### config.mk
export PLATFORM = sky130hd
export DESIGN_NAME = pipeline_hazard_ctrl
export DESIGN_NICKNAME = d
export VERILOG_FILES = /design/src/rtl/pipeline_hazard_ctrl.sv
export SDC_FILE = /design/constraint.sdc
export NUM_CORES = 1
export LEC_CHECK = 0
export CAP_MARGIN = 20
export CORE_UTILIZATION = 44
export CTS_BUF_LIST = sky130_fd_sc_hd__clkbuf_16
export CTS_CLUSTER_SIZE = 12
export DETAILED_ROUTE_END_ITERATION = 8
export HOLD_SLACK_MARGIN = 0.05
export PLACE_DENSITY = 0.76
export SETUP_SLACK_MARGIN = 0.1
export SLEW_MARGIN = 20
export SYNTH_ARGS = -nofsm -noshare
export SYNTH_HDL_FRONTEND = slang
export SYNTH_SLANG_ARGS = --single-unit
### constraint.sdc
create_clock -name clk -period 2 [get_ports clk]
set_input_delay 0.3 -clock clk [delete_from_list [all_inputs] [get_ports clk]]
set_output_delay 0.3 -clock clk [all_outputs]
set_load 0.02 [all_outputs]
### src/rtl/pipeline_hazard_ctrl.sv
// pipeline_hazard_ctrl
//   Stall/flush sequencer for the 5-stage pipeline. Drives enable/clear of
//   IF/ID, ID/EX, EX/MEM, MEM/WB and the PC enable/redirect select.
//   Handles load-use bubbles, EX-resolved redirects and multi-cycle data
//   memory freezes guarded by a watchdog (WAIT_TIMEOUT).
//   Optional feature macro: PIPE_PERF_CNT_EN adds stall_cycles/flush_count.
module pipeline_hazard_ctrl #(
    parameter int WAIT_TIMEOUT = 255
) (
    input  logic        clk,
    input  logic        rst,
    input  logic        mem_do_read_ctrl_ex,
    input  logic [4:0]  wr_reg_idx_ex,
    input  logic [4:0]  r1_reg_idx_id,
    input  logic [4:0]  r2_reg_idx_id,
    input  logic        branch_taken_ex,
    input  logic        do_jump_ex,
    input  logic        dmem_req_mem,
    input  logic        dmem_ready_mem,
    output logic        pc_enable,
    output logic        pc_redirect,
    output logic        if_id_enable,
    output logic        if_id_clear,
    output logic        id_ex_enable,
    output logic        id_ex_clear,
    output logic        ex_mem_enable,
    output logic        ex_mem_clear,
    output logic        mem_wb_enable,
    output logic        mem_wb_clear,
`ifdef PIPE_PERF_CNT_EN
    output logic [31:0] stall_cycles,
    output logic [31:0] flush_count,
`endif
    output logic        mem_timeout
);

    typedef enum logic [1:0] {RUN, MEM_WAIT, TIMEOUT} state_t;

    localparam logic [15:0] WAIT_LIMIT = 16'(WAIT_TIMEOUT);

    state_t      state, state_nxt;
    logic [15:0] wait_cnt, wait_cnt_nxt;
    logic        timeout_nxt;

    logic mem_busy, redirect, load_use;

    assign mem_busy = dmem_req_mem & ~dmem_ready_mem;
    assign redirect = branch_taken_ex | do_jump_ex;
    assign load_use = mem_do_read_ctrl_ex & (wr_reg_idx_ex != 5'd0) &
                      ((wr_reg_idx_ex == r1_reg_idx_id) |
                       (wr_reg_idx_ex == r2_reg_idx_id));

    // Next-state and watchdog counter; TIMEOUT is only left through rst.
    always_comb begin
        state_nxt    = state;
        wait_cnt_nxt = wait_cnt;
        timeout_nxt  = mem_timeout;
        case (state)
            RUN: begin
                if (mem_busy) begin
                    state_nxt    = MEM_WAIT;
                    wait_cnt_nxt = 16'd1;
                end
            end
            MEM_WAIT: begin
                if (!mem_busy) begin
                    state_nxt    = RUN;
                    wait_cnt_nxt = 16'd0;
                end else if (wait_cnt == WAIT_LIMIT) begin
                    state_nxt   = TIMEOUT;
                    timeout_nxt = 1'b1;
                end else if (wait_cnt != 16'hFFFF) begin
                    wait_cnt_nxt = wait_cnt + 16'd1;
                end
            end
            default: state_nxt = TIMEOUT;
        endcase
    end

    // State, wait counter and sticky timeout flag.
    always_ff @(posedge clk) begin
        if (rst) begin
            state       <= RUN;
            wait_cnt    <= 16'd0;
            mem_timeout <= 1'b0;
        end else begin
            state       <= state_nxt;
            wait_cnt    <= wait_cnt_nxt;
            mem_timeout <= timeout_nxt;
        end
    end

    // Pipeline control outputs, highest priority condition first.
    always_comb begin
        pc_enable     = 1'b1;
        pc_redirect   = 1'b0;
        if_id_enable  = 1'b1;
        if_id_clear   = 1'b0;
        id_ex_enable  = 1'b1;
        id_ex_clear   = 1'b0;
        ex_mem_enable = 1'b1;
        ex_mem_clear  = 1'b0;
        mem_wb_enable = 1'b1;
        mem_wb_clear  = 1'b0;
        if (rst) begin
            pc_enable     = 1'b0;
            if_id_enable  = 1'b0;
            if_id_clear   = 1'b1;
            id_ex_enable  = 1'b0;
            id_ex_clear   = 1'b1;
            ex_mem_enable = 1'b0;
            ex_mem_clear  = 1'b1;
            mem_wb_enable = 1'b0;
            mem_wb_clear  = 1'b1;
        end else if (state == TIMEOUT) begin
            pc_enable     = 1'b0;
            if_id_enable  = 1'b0;
            id_ex_enable  = 1'b0;
            ex_mem_enable = 1'b0;
            mem_wb_enable = 1'b0;
        end else if (mem_busy) begin
            // Freeze everything up to MEM; WB receives a bubble. Any pending
            // redirect/load-use stays in place and acts once MEM completes.
            pc_enable     = 1'b0;
            if_id_enable  = 1'b0;
            id_ex_enable  = 1'b0;
            ex_mem_enable = 1'b0;
            mem_wb_clear  = 1'b1;
        end else if (redirect) begin
            // Squash the two younger instructions; ID is dead so load-use is moot.
            pc_redirect = 1'b1;
            if_id_clear = 1'b1;
            id_ex_clear = 1'b1;
        end else if (load_use) begin
            pc_enable    = 1'b0;
            if_id_enable = 1'b0;
            id_ex_clear  = 1'b1;
        end
    end

`ifdef PIPE_PERF_CNT_EN
    // Performance counters: stalled-PC cycles (excluding rst/TIMEOUT) and redirects.
    always_ff @(posedge clk) begin
        if (rst) begin
            stall_cycles <= 32'd0;
            flush_count  <= 32'd0;
        end else begin
            if (!pc_enable && state != TIMEOUT)
                stall_cycles <= stall_cycles + 32'd1;
            if (pc_redirect)
                flush_count <= flush_count + 32'd1;
        end
    end
`endif

endmodule

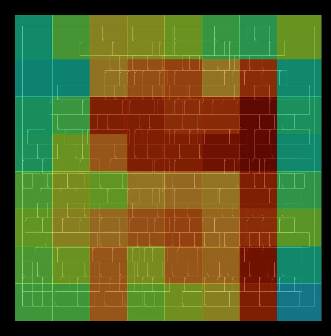
**Above:** run 1 (congestion heat map).
Avg WL per Cell: 18.5 microns
global routing usage on met2: 50.3%

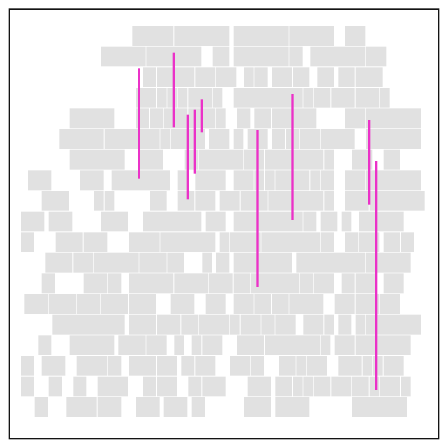
**Above:** run 1 (the metal 4 layer).
Cells faint in the background.
wire length on this layer = 124 microns
nets with wire on the layer = 9
longest straight run = 29.9 microns
share of all routed wire = 2.6%
main direction = vertical
Via Count: 1602
aggregate routed wire length: 4.73 mm

==> notes.md, run 1 <==
Implementation numbers.

- The number of gates given a new drive strength after cts reads 59.
- Per the cell usage report, the commonest logic cells after layout are sky130_fd_sc_hd__buf_4, sky130_fd_sc_hd__dfxtp_1, sky130_fd_sc_hd__nand2_1, sky130_fd_sc_hd__nor2_1, sky130_fd_sc_hd__nand3_1.
- Recorded from the global router log, the overflow total was 0.
- The number of sequential cells reads 19.
- The TritonCTS clock tree reads yes.
- The power in sequential cells reads 383 uW.
- The first global-routing pass estimated 6.99 mm of wire.
- The critical path is of the flip-flop to flip-flop type.
- After synthesis, the most frequently instantiated cells are sky130_fd_sc_hd__dfxtp_1, sky130_fd_sc_hd__nand2_1, sky130_fd_sc_hd__nor2_1, sky130_fd_sc_hd__nand3_1, sky130_fd_sc_hd__inv_1.
- Synthesis produced a netlist whose cell count is 164.
- The floorplan report lists the tap cell count as 31.
- The layout filler cell count is 202.
- The proportion of netlist area held by the largest area contributor is 29.1%.
- Of the cells placed in the final design, the portion with a size suffix greater than 1 is 38.4%.
- The clock root buffer reads sky130_fd_sc_hd__clkbuf_16.
- On the final layout, the worst hold slack is 0.490 ns.
- The combinational power reads 199 uW.
- The share of power burned in combinational logic is 19.9%.
- In this run, placement finished with an instance count of 245.
- Broken down by cell family, the worst path's largest delay share belongs to simple AND/OR/NAND/NOR gates.
- Looking at the cell usage after synthesis, the top flip-flop cell is sky130_fd_sc_hd__dfxtp_1.
- In the power breakdown, the internal column shows 747 uW.
- The cell taking the most area after synthesis reads sky130_fd_sc_hd__dfxtp_1.
- In the Yosys report, the sequential cells make up 29.1% of the chip area.
- The detailed-routing wirelength on met1 is 1.76 mm.
- Counting cells, the worst reg-to-reg path comes to 5.
- In the final report, the number of endpoints failing setup comes to 0.
- The post-placement setup slack is -0.649 ns.
- The number of buffers inserted for hold repair after clock tree synthesis reads 0.
- The worst hold path depth is 1.
- The run finished with clean final reports.
- The maximum clock skew at final layout reads 0.00432 ns.
- The maximum number of pins on one net before global-route repair reads 16.
- The register with the most flip-flops reads wait_cnt.
- The peak supply drop reads 0.526 mV.
- The final period demand of the worst path is 1.99 ns.
- The met3 wire length reads 351 microns.
- The highest metal layer with signal wires is met4.
- The share of the core filled by cells before placement reads 46.9%.
- The number of stages on the worst setup path reads 5.
- The wire length on met2 is 2.49 mm.
- In this run switching power makes up 25.2% of total power.
- Looking at the critical path, the highest net fanout was 7.
- The netlist area before placement is 1310 sq um.
- The synthesis report gives the async set-or-reset register share as 0%.
- The critical path in the final layout is reported with a setup slack of 0.00944 ns.
- The cell leakage power is 0.000802 uW.
- The initial antenna violation count was 0.
- The area share of fa/ha/maj cells after synthesis is 0.959%.
- The clock power share reads 41.7%.
- The critical register-to-register path startpoint is wait_cnt[5].
- The number of CTS-inserted buffers is 3.
- The number of standard-cell rows in the floorplan reads 19.
- The sequential fraction of total cell area is 18.5%.
- The end point of the worst hold path is state[0].
- The antenna cell count is 0.
- The count of placed standard cells in the final layout, fillers left out reads 255.
- The all-layer global routing usage is 27.9%.
- The class of the worst hold path reads flip-flop to flip-flop.
- Among all stages on the critical path, the maximum delay recorded is 0.50 ns.
- The fraction of the mapped netlist area in compound gates reads 26.3%.
- The detailed router's first-iteration violation count is 152.
- The layout has 3 clock buffers.
- The layout report lists the clock-cell share of area as 3.87%.
- Among logic cells in the layout, the one with the most instances is sky130_fd_sc_hd__buf_4.
- The final timing summary puts the cycle share of the worst path at 99.5%.
- Looking at the gate-level netlist, the highest instance count belongs to sky130_fd_sc_hd__dfxtp_1.
- The met3 track demand over resource is 4.15%.
- The post-synthesis cell count from yosys reads 164.
- On the critical path the data arrives at 2.11 ns.
- The analysis attributes to net switching a power of 251 uW.
- The number of I/O pins reads 33.
- The number of nets with antenna violations after routing is 0.
- The detailed-route DRC error count is 0.
- The setup TNS reads 0 ns.
- The data-path buffer share of cell area in the final layout is 24.6%.
- The largest registers in the layout are wait_cnt: 16 flops, state: 2 flops, mem_timeout: 1 flops.
- The mean instance size in the synthesized netlist is 7.96 sq um.
- The area fraction in and, or, nand and nor cells is 30.4%.
- The worst path required time is 2.12 ns.
- The distinct cell type count of the synthesized netlist is 53.
- The floorplan die area reads 3190 sq um.
- The register cell area after layout reads 383 sq um.
- Per the OpenROAD floorplan log, the area of the core is 2780 sq um.
- For the completed layout, the total cell area is recorded as 2070 sq um.
- The placed standard-cell area is 1810 sq um.
- The most critical setup path has its startpoint at wait_cnt[5].
- For reference, the mux area share after synthesis is 0%.
- The number of warnings printed during yosys synthesis is 0.
- The total setup buffers inserted after CTS is 2.
- The register with the most flip-flops in the layout has 16 of them.
- Per the post-synthesis report, the nets total 187.
- The total power per unit cell area reads 483 nW/um^2.
- The inverter count reads 8.
- The power group with the highest consumption is clock.
- The startpoint of the lowest-slack hold path reads state[0].
- The maximum root-to-sink buffer count is 2.
- The pin closest to its max-slew limit shows a slew of 0.427 ns.
- The worst-case register-to-register setup slack is 0.009 ns.
- The number of global-route vias before repair reads 1498.
- Looking at the clock tree report, the H-tree level count equals 1.
- The main logic family after synthesis is simple AND/OR/NAND/NOR gates.
- The number of logic gates reads 129.
- The critical register-to-register path endpoint is wait_cnt[13].
- The clock latency of the later-clocked register in the worst-skew pair reads 0.25 ns.
- Pins over their slew limit in the final report were tallied at 0.
- The global routing usage on met1 reads 33.8%.
- The area-dominant cell class after layout reads multi-input combinational cells.
- The worst setup path is captured at a flip-flop.
- The final weighted congestion recorded by global placement is 0.850.
- Setup repair after global routing could not meet its margin everywhere.
- The post-synthesis to final-layout area growth reads 58.5%.
- The XOR/XNOR share of the synthesized area is 6.71%.
- The main area contributors are sky130_fd_sc_hd__dfxtp_1, sky130_fd_sc_hd__nand2_1, sky130_fd_sc_hd__nor2_1.
- In the final report, the number of hold violations comes to 0.
- The number of detailed-routing iterations run before antenna repair reads 4.
- Yosys mapped a number of flops with a built-in enable equal to 0.
- The sink count of the clock tree is 19.
- The kind of start point of the critical path reads a flip-flop.
- The critical path buffer and inverter count is 0.
- The chip area from the yosys synthesis statistics reads 1310 sq um.
- The endpoint of the worst setup timing path is wait_cnt[13].
- The highest achievable clock rate reads 0.502 GHz.
- The flow reports power dissipated in the clock network as 417 uW.
- The clock transition at the register clock pins on the worst setup and hold paths after CTS reads 0.06 ns.
- The most used routing layer is met2.
- The normalized max-slew margin reads 71.3%.
- The placed wire-length estimate reads 2.84 mm.
- The power after layout reads 999 uW.
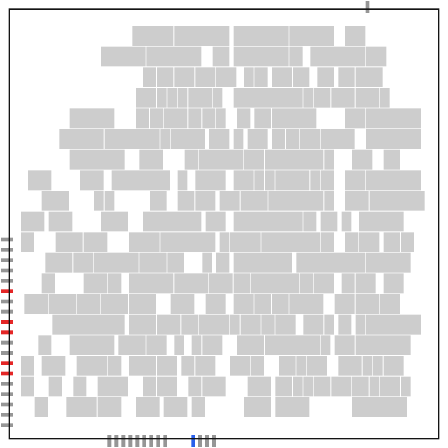
**Above:** run 1 (pin placement).
Pins as bars across the die edge, other pins in grey.
`dmem_req_mem` -> blue  # pins 1, direction input, edge south
`r1_reg_idx_id` -> red  # pins 5, direction input, edge west
horizontal die size: 56.5 microns
number of port buffers: 32

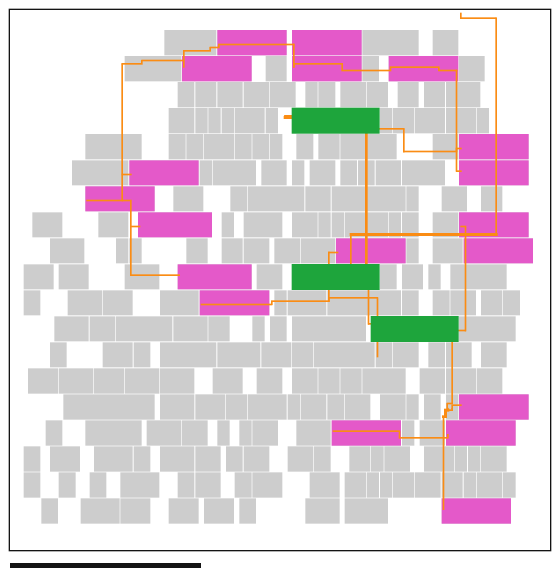
**Above:** run 1 (clock wires, drivers and flops).
Scale bar: 20 microns.
flip-flops -> magenta  # count 19
cells driving clock nets -> green  # count 3
clock wires -> orange  # length 268 microns
routed clock nets = 4

==> inputs of run 2 (changes only) <==
--- a/config.mk
+++ b/config.mk
@@ -7,7 +7,6 @@
 export LEC_CHECK = 0
 export CAP_MARGIN = 20
 export CORE_UTILIZATION = 44
-export CTS_BUF_LIST = sky130_fd_sc_hd__clkbuf_16
 export CTS_CLUSTER_SIZE = 12
 export DETAILED_ROUTE_END_ITERATION = 8
 export HOLD_SLACK_MARGIN = 0.05
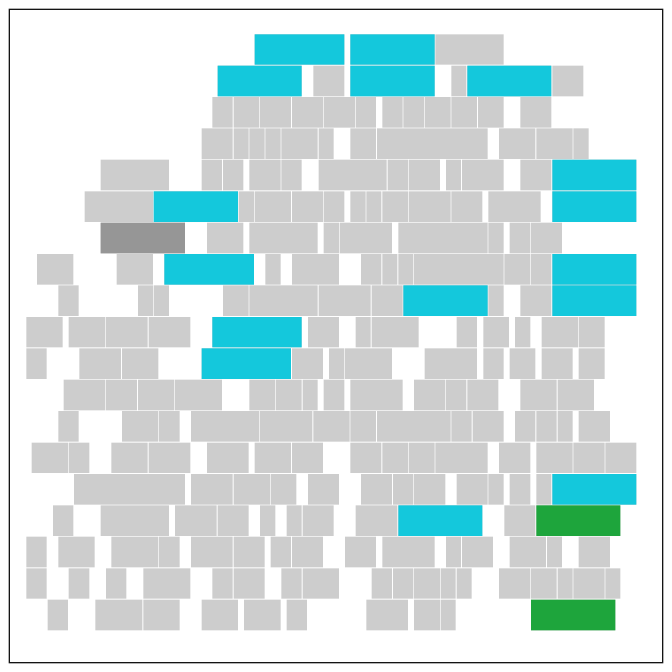
**Above:** run 2 (where the registers sit).
`wait_cnt` -> cyan  # placed flops 16
`state` -> green  # placed flops 2
not coloured = 1
area taken by flip-flops and latches: 385 sq um
flip-flop and latch share of the layout cell area: 19.4%

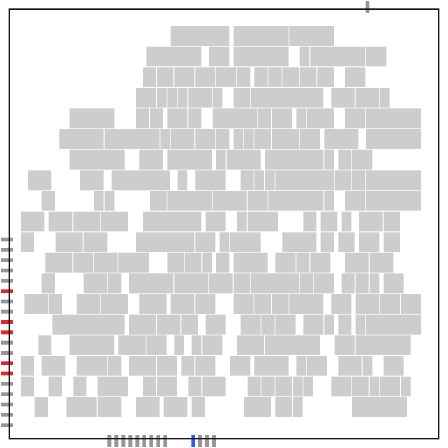
**Above:** run 2 (pin placement).
Pins as bars across the die edge, other pins in grey.
`dmem_req_mem` -> blue  # pins 1, direction input, edge south
`r1_reg_idx_id` -> red  # pins 5, direction input, edge west
all pins by edge = 19 west, 13 south, 1 north
y dimension of the die: 56.5 microns

==> notes.md, run 2 <==
Implementation numbers.

- The detailed-routing wirelength on met1 reads 1.66 mm.
- Per the synthesis report, the single largest cell type by area occupies 29.1% of cell area.
- OpenROAD emitted warnings numbering 28.
- According to the timing report, the arrival time at the worst endpoint equals 2.23 ns.
- The met3 track demand over resource is 4.84%.
- The fraction of the mapped netlist area in compound gates is 26.3%.
- The main logic family after synthesis reads simple AND/OR/NAND/NOR gates.
- Detailed routing inserted a total of 1583 vias.
- The global routing usage on met1 reads 32.8%.
- Subtracting the final worst setup slack from the clock period gives 1.98 ns.
- The detailed router's first-iteration violation count is 135.
- The number of global-route vias before repair is 1447.
- The worst hold margin is 0.498 ns.
- The floorplan die area reads 3190 sq um.
- In this run, power in combinational logic comes to 195 uW.
- The number of logic gates reads 129.
- Of the total power, the share spent switching nets is 30.4%.
- The pin closest to its max-slew limit shows a slew of 0.372 ns.
- The most used standard cell by instance count after synthesis is sky130_fd_sc_hd__dfxtp_1.
- Looking at the area split, the leading class of cells is multi-input combinational cells.
- Power attributed to sequential cells is 383 uW.
- The all-layer global routing usage is 26.0%.
- The number of gates given a new drive strength after cts is 54.
- The clock root buffer reads sky130_fd_sc_hd__clkbuf_4.
- The post-synth count of flops with an enable pin is 0.
- The placed wire-length estimate is 2.84 mm.
- Looking at the clock tree report, the H-tree level count equals 1.
- Adding up every negative setup slack in the final design gives 0 ns.
- The number of tap cells added at floorplan reads 31.
- Per the Yosys statistics, synthesis produced 164 cells.
- The number of port buffers reads 32.
- The antenna cell count is 0.
- The register with the most flip-flops in the layout has 16 of them.
- The worst-case register-to-register setup slack reads 0.02 ns.
- Logic depth along the worst register-to-register path is recorded as 6.
- The placed standard-cell area is 1810 sq um.
- For this run the aggregate overflow at the end of global routing stands at 0.
- The final cycle utilization of the critical path is 99.0%.
- The number of detailed-routing iterations run before antenna repair reads 5.
- The worst setup slack after layout reads 0.0206 ns.
- The normalized max-slew margin is 75.0%.
- The number of CTS-inserted buffers is 3.
- The class of the worst hold path reads flip-flop to flip-flop.
- The count of nets left with antenna violations once routing finished came out at 0.
- The maximum clock skew at final layout is 0.000921 ns.
- The sum of routed wire length over all layers reads 4.36 mm.
- The run finished with clean final reports.
- The peak supply drop is 0.346 mV.
- The clock latency of the later-clocked register in the worst-skew pair reads 0.32 ns.
- The hold violation total from the final report is 0.
- The data-path buffer share of cell area in the final layout reads 24.9%.
- The count of placed standard cells in the final layout, fillers left out reads 255.
- In this run the worst setup path terminates at wait_cnt[8].
- The sink count of the clock tree reads 19.
- The most common library cell in the layout ignoring fill and taps is sky130_fd_sc_hd__buf_4.
- The power of the clock network reads 215 uW.
- Compared with the post-synthesis result, the final layout area differs by 52.4%.
- Per the layout report, the design carries 3 clock buffers.
- The gate count after technology mapping is 164.
- The initial antenna violation count reads 0.
- The netlist area before placement reads 1310 sq um.
- The wire length on met2 reads 2.30 mm.
- The proportion of layout cells with a drive suffix above 1 is 39.7%.
- Per the detail_route report, routed wire per instance is 17.1 microns.
- The final weighted congestion recorded by global placement is 0.850.
- After synthesis, the most frequently instantiated cells are sky130_fd_sc_hd__dfxtp_1, sky130_fd_sc_hd__nand2_1, sky130_fd_sc_hd__nor2_1, sky130_fd_sc_hd__nand3_1, sky130_fd_sc_hd__inv_1.
- The global routing met2 resource utilization is 43.4%.
- The critical path buffer and inverter count is 1.
- The area share of fa/ha/maj cells after synthesis is 0.959%.
- The critical register-to-register path endpoint reads wait_cnt[8].
- Before placement the cells fill 46.9% of the core.
- The netlist uses 53 different library cells.
- Hold repair after CTS inserted 0 buffers.
- The placeable core area is 2780 sq um.
- The net switching component of the power is 241 uW.
- After routing the design area is 1990 sq um.
- The worst setup path startpoint is wait_cnt[14].
- The setup path with the least slack is of type flip-flop to flip-flop.
- The register with the most flip-flops is wait_cnt.
- The floorplan step set the die width to 56.5 microns.
- The clock distribution area overhead in the final layout is 1.38%.
- The share of power burned in combinational logic is 24.6%.
- Sequential cells were found to cover 29.1% of the synthesized design area.
- The chip area line in the Yosys stat output reads 1310 sq um.
- The mean instance size in the synthesized netlist is 7.96 sq um.
- The total setup buffers inserted after CTS is 1.
- The XOR/XNOR share of the synthesized area is 6.71%.
- The first-pass GRT wire length reads 6.57 mm.
- For this run, the leading register cell type out of synthesis is sky130_fd_sc_hd__dfxtp_1.
- The cell leakage power reads 0.000780 uW.
- The power after layout is 793 uW.
- The internal power reads 552 uW.
- The area fraction in and, or, nand and nor cells is 30.4%.
- The worst hold path terminates at state[0].
- The final timing report counts setup violations totalling 0.
- The maximum root-to-sink buffer count is 2.
- The maximum number of pins on one net before global-route repair reads 16.
- The worst hold path depth is 1.
- The layout filler cell count is 206.
- The number of nets at floorplan is 187.
- The kind of start point of the critical path is a flip-flop.
- Of all power groups, the one with the highest power is sequential cells.
- The final timing report lists a max-slew violation count of 0.
- The clock transition at the register clock pins on the worst setup and hold paths after CTS reads 0.12 ns.
- The inverter count reads 8.
- The TritonCTS clock tree reads yes.
- The critical register-to-register path startpoint is wait_cnt[14].
- The highest achievable clock rate is 0.505 GHz.
- Measured against the total synthesized area, the mux share comes to 0%.
- The maximum fanout along the worst path reads 7.
- The clock power share reads 27.1%.
- The number of sequential cells is 19.
- Traced cell by cell, the critical path runs through or4_4, nor4_4, buf_4, and2_4, o311ai_1, o21ai_1.
- The startpoint of the lowest-slack hold path is state[0].
- The number of standard-cell rows in the floorplan is 19.
==> inputs of run 3 (changes only) <==
--- a/config.mk
+++ b/config.mk
@@ -6,11 +6,13 @@
 export NUM_CORES = 1
 export LEC_CHECK = 0
 export CAP_MARGIN = 20
-export CORE_UTILIZATION = 44
+export CELL_PAD_IN_SITES_DETAIL_PLACEMENT = 0
+export CELL_PAD_IN_SITES_GLOBAL_PLACEMENT = 1
+export CORE_UTILIZATION = 32
 export CTS_CLUSTER_SIZE = 12
 export DETAILED_ROUTE_END_ITERATION = 8
 export HOLD_SLACK_MARGIN = 0.05
-export PLACE_DENSITY = 0.76
+export PLACE_DENSITY_LB_ADDON = 0.1
 export SETUP_SLACK_MARGIN = 0.1
 export SLEW_MARGIN = 20
 export SYNTH_ARGS = -nofsm -noshare
==> constraint.sdc (replaced) <==
create_clock -name clk -period 2 [get_ports clk]
set_input_delay 0.5 -clock clk [delete_from_list [all_inputs] [get_ports clk]]
set_output_delay 0.5 -clock clk [all_outputs]
set_load 0.02 [all_outputs]
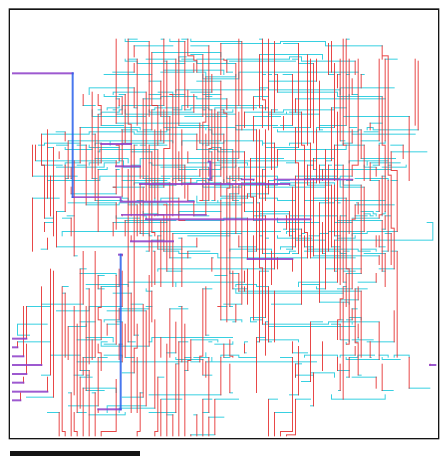
**Above:** run 3 (signal wires by layer).
Scale bar: 20 microns.
met3 -> purple  # wire length 152 microns
met2 -> red  # wire length 2730 microns
met1 -> cyan  # wire length 2110 microns
met4 -> blue  # wire length 42.8 microns

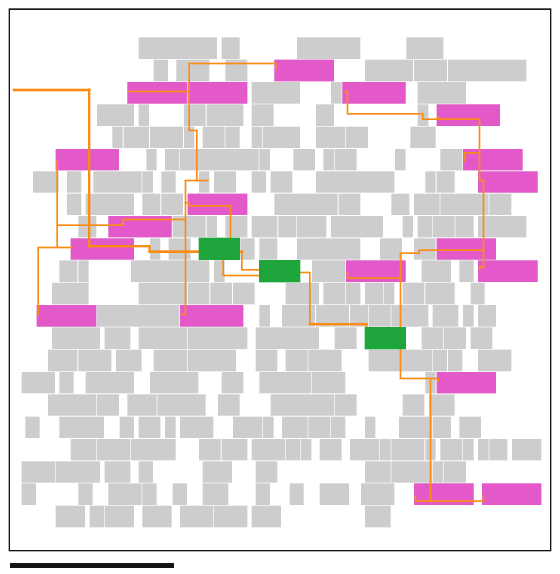
**Above:** run 3 (clock wires, drivers and flops).
Scale bar: 20 microns.
cells driving clock nets -> green  # count 3
flip-flops -> magenta  # count 19
clock wires -> orange  # length 293 microns
routed clock nets = 4

==> notes.md, run 3 <==
Implementation numbers.

- The flow ran to the end, but the final reports show violations.
- The checks that failed: setup timing.
- The maximum number of pins on one net before global-route repair is 16.
- The cell-mix breakdown from Yosys lists the simple-gate area share as 30.4%.
- Yosys reports a chip area of 1310 sq um.
- The initial antenna violation count is 0.
- Averaged over all synthesized cells, the footprint is 7.96 sq um.
- The post-layout net count reads 257.
- In this run the critical register-to-register path is captured at wait_cnt[0].
- Counting flops with a built-in enable in the synthesized netlist gives 0.
- The number of nets with antenna violations after routing is 0.
- The vias after detailed routing is 1603.
- The type of the worst setup path is input port to primary output.
- Global routing finished with a remaining overflow of 0.
- The number of gates given a new drive strength after cts is 105.
- The wire length on met2 reads 2.73 mm.
- The maximum fanout along the worst path reads 3.
- The power of the clock network reads 278 uW.
- The worst hold path was traced through 2 stages.
- The placeable core area is 3800 sq um.
- The analysis reports a worst IR drop on VDD of 0.276 mV.
- The all-layer global routing usage is 22.1%.
- The number of standard-cell rows in the floorplan reads 22.
- The proportion of netlist area held by the largest area contributor is 29.1%.
- The post-placement setup slack is -1.03 ns.
- The number of stages on the worst setup path is 7.
- Of the total standard cell area in the layout, the sequential portion is 15.9%.
- Setup repair after global routing could not meet its margin everywhere.
- TritonRoute reported its final design rule violation total as 0.
- The detailed-routing wirelength on met1 is 2.11 mm.
- The switching part of the total power is 28.6%.
- The power report puts the leakage power at 0.000899 uW.
- The number of port buffers reads 32.
- The critical path contains buffers and inverters numbering 2 combined.
- The register with the most flip-flops is wait_cnt.
- The placed instances occupy a cell area of 1900 sq um.
- The most common library cell in the layout ignoring fill and taps is sky130_fd_sc_hd__buf_4.
- The final period demand of the worst path is 2.18 ns.
- The sum of routed wire length over all layers is 5.04 mm.
- The number of setup violations in the final report is 3.
- The clock transition at the register clock pins on the worst setup and hold paths after CTS reads 0.08 ns.
- The fraction of the mapped netlist area in compound gates reads 26.3%.
- The kind of start point of the critical path is an input port.
- The most used routing layer reads met2.
- The fraction of registers with async set/reset is 0%.
- The cell-mix breakdown from Yosys lists the XOR/XNOR area share as 6.71%.
- According to the timing report, the critical path is launched from wr_reg_idx_ex[0].
- The proportion of layout cells with a drive suffix above 1 reads 56.7%.
- The worst hold margin is 0.490 ns.
- Routing resource usage on met1 recorded by global route was 27.4%.
- Per the repair_timing log after CTS, setup buffers inserted total 2.
- The registers reported with the highest flop counts are wait_cnt: 16 flops, state: 2 flops, mem_timeout: 1 flops.
- The share of the core filled by cells before placement reads 34.4%.
- The power after layout reads 905 uW.
- The highest metal layer with signal wires is met4.
- TritonCTS created 3 clock buffers.
- The post-synthesis to final-layout area growth is 86.8%.
- By area, the combinational part of the netlist is dominated by simple AND/OR/NAND/NOR gates.
- The die height is 65.9 microns.
- The layout stage reports a final design area of 2440 sq um.
- The maximum clock skew at final layout reads 0.00120 ns.
- In this run the count of I/O pins placed on the die edge is 33.
- The normalized max-slew margin reads 67.5%.
- The worst-case register-to-register setup slack reads 0.08 ns.
- The cell taking the most area after synthesis reads sky130_fd_sc_hd__dfxtp_1.
- The number of flip-flops in the largest register is 16.
- The share of power burned in combinational logic is 26.9%.
- After layout, the worst setup slack is -0.184 ns.
- The number of sequential cells reads 19.
- Once layout is complete, the cells apart from fillers number 281.
- The number of tap cells added at floorplan is 48.
- The number of nets at floorplan is 187.
- The class of the worst hold path reads flip-flop to flip-flop.
- For this run the detailed placement stage logged an HPWL of 3.08 mm.
- Ranked by instance count, the synthesized netlist is headed by sky130_fd_sc_hd__dfxtp_1, sky130_fd_sc_hd__nand2_1, sky130_fd_sc_hd__nor2_1, sky130_fd_sc_hd__nand3_1, sky130_fd_sc_hd__inv_1.
- After layout, the inverter instance count without clock inverters stands at 8.
- The kind of end point of the critical path is a primary output.
- Ranked by total area, the top cell class in this layout is multi-input combinational cells.
- In the final timing run, aggregate negative setup slack is -0.514 ns.
- The total power per unit cell area reads 371 nW/um^2.
- Post-route period utilization is reported as 109%.
- The global routing met2 resource utilization is 38.9%.
- The tally of clock buffers in the finished layout is 4.
- Non-clock buffers make up 25.7% of the layout cell area.
- The first-pass GRT wire length reads 7.24 mm.
- The post-synthesis cell count from yosys is 164.
- The critical register-to-register path startpoint reads wait_cnt[15].
- The power in sequential cells is 382 uW.
- The endpoint of the worst setup timing path reads if_id_enable.
- The number of global-route vias before repair reads 1542.
- The data arrival time of the critical path reads 1.68 ns.
- The clock drives 19 sinks.
- The floorplan die area is 4340 sq um.
- The maximum root-to-sink buffer count reads 2.
- The share of total power dissipated in the clock network is 30.8%.
- The number of warnings the tools reported is 29.
- The antenna cell count reads 0.
- The worst path required time reads 1.50 ns.
- The number of buffers inserted for hold repair after clock tree synthesis reads 0.
- The clock root buffer reads sky130_fd_sc_hd__clkbuf_8.
- The register share after synthesis is 29.1%.
- Per the synthesis report, the adder-cell share of the synthesized area is 0.959%.
- The distinct cell type count of the synthesized netlist reads 53.
- The TritonCTS clock tree is yes.
- The combinational power is 244 uW.
- From left edge to right edge, the die measures 65.9 microns.
- The CTS H-tree depth is 1.
- In this run the most critical hold path is launched from mem_timeout.
- The gate count after technology mapping is 164.
- The number of detailed-routing iterations run before antenna repair reads 4.
- Among all cell types in the netlist, the one instantiated most often is sky130_fd_sc_hd__dfxtp_1.
- The cell with the largest stage delay on the worst path reads sky130_fd_sc_hd__o31a_1.
No activity file was given, so power comes from the tool's default toggle rates.
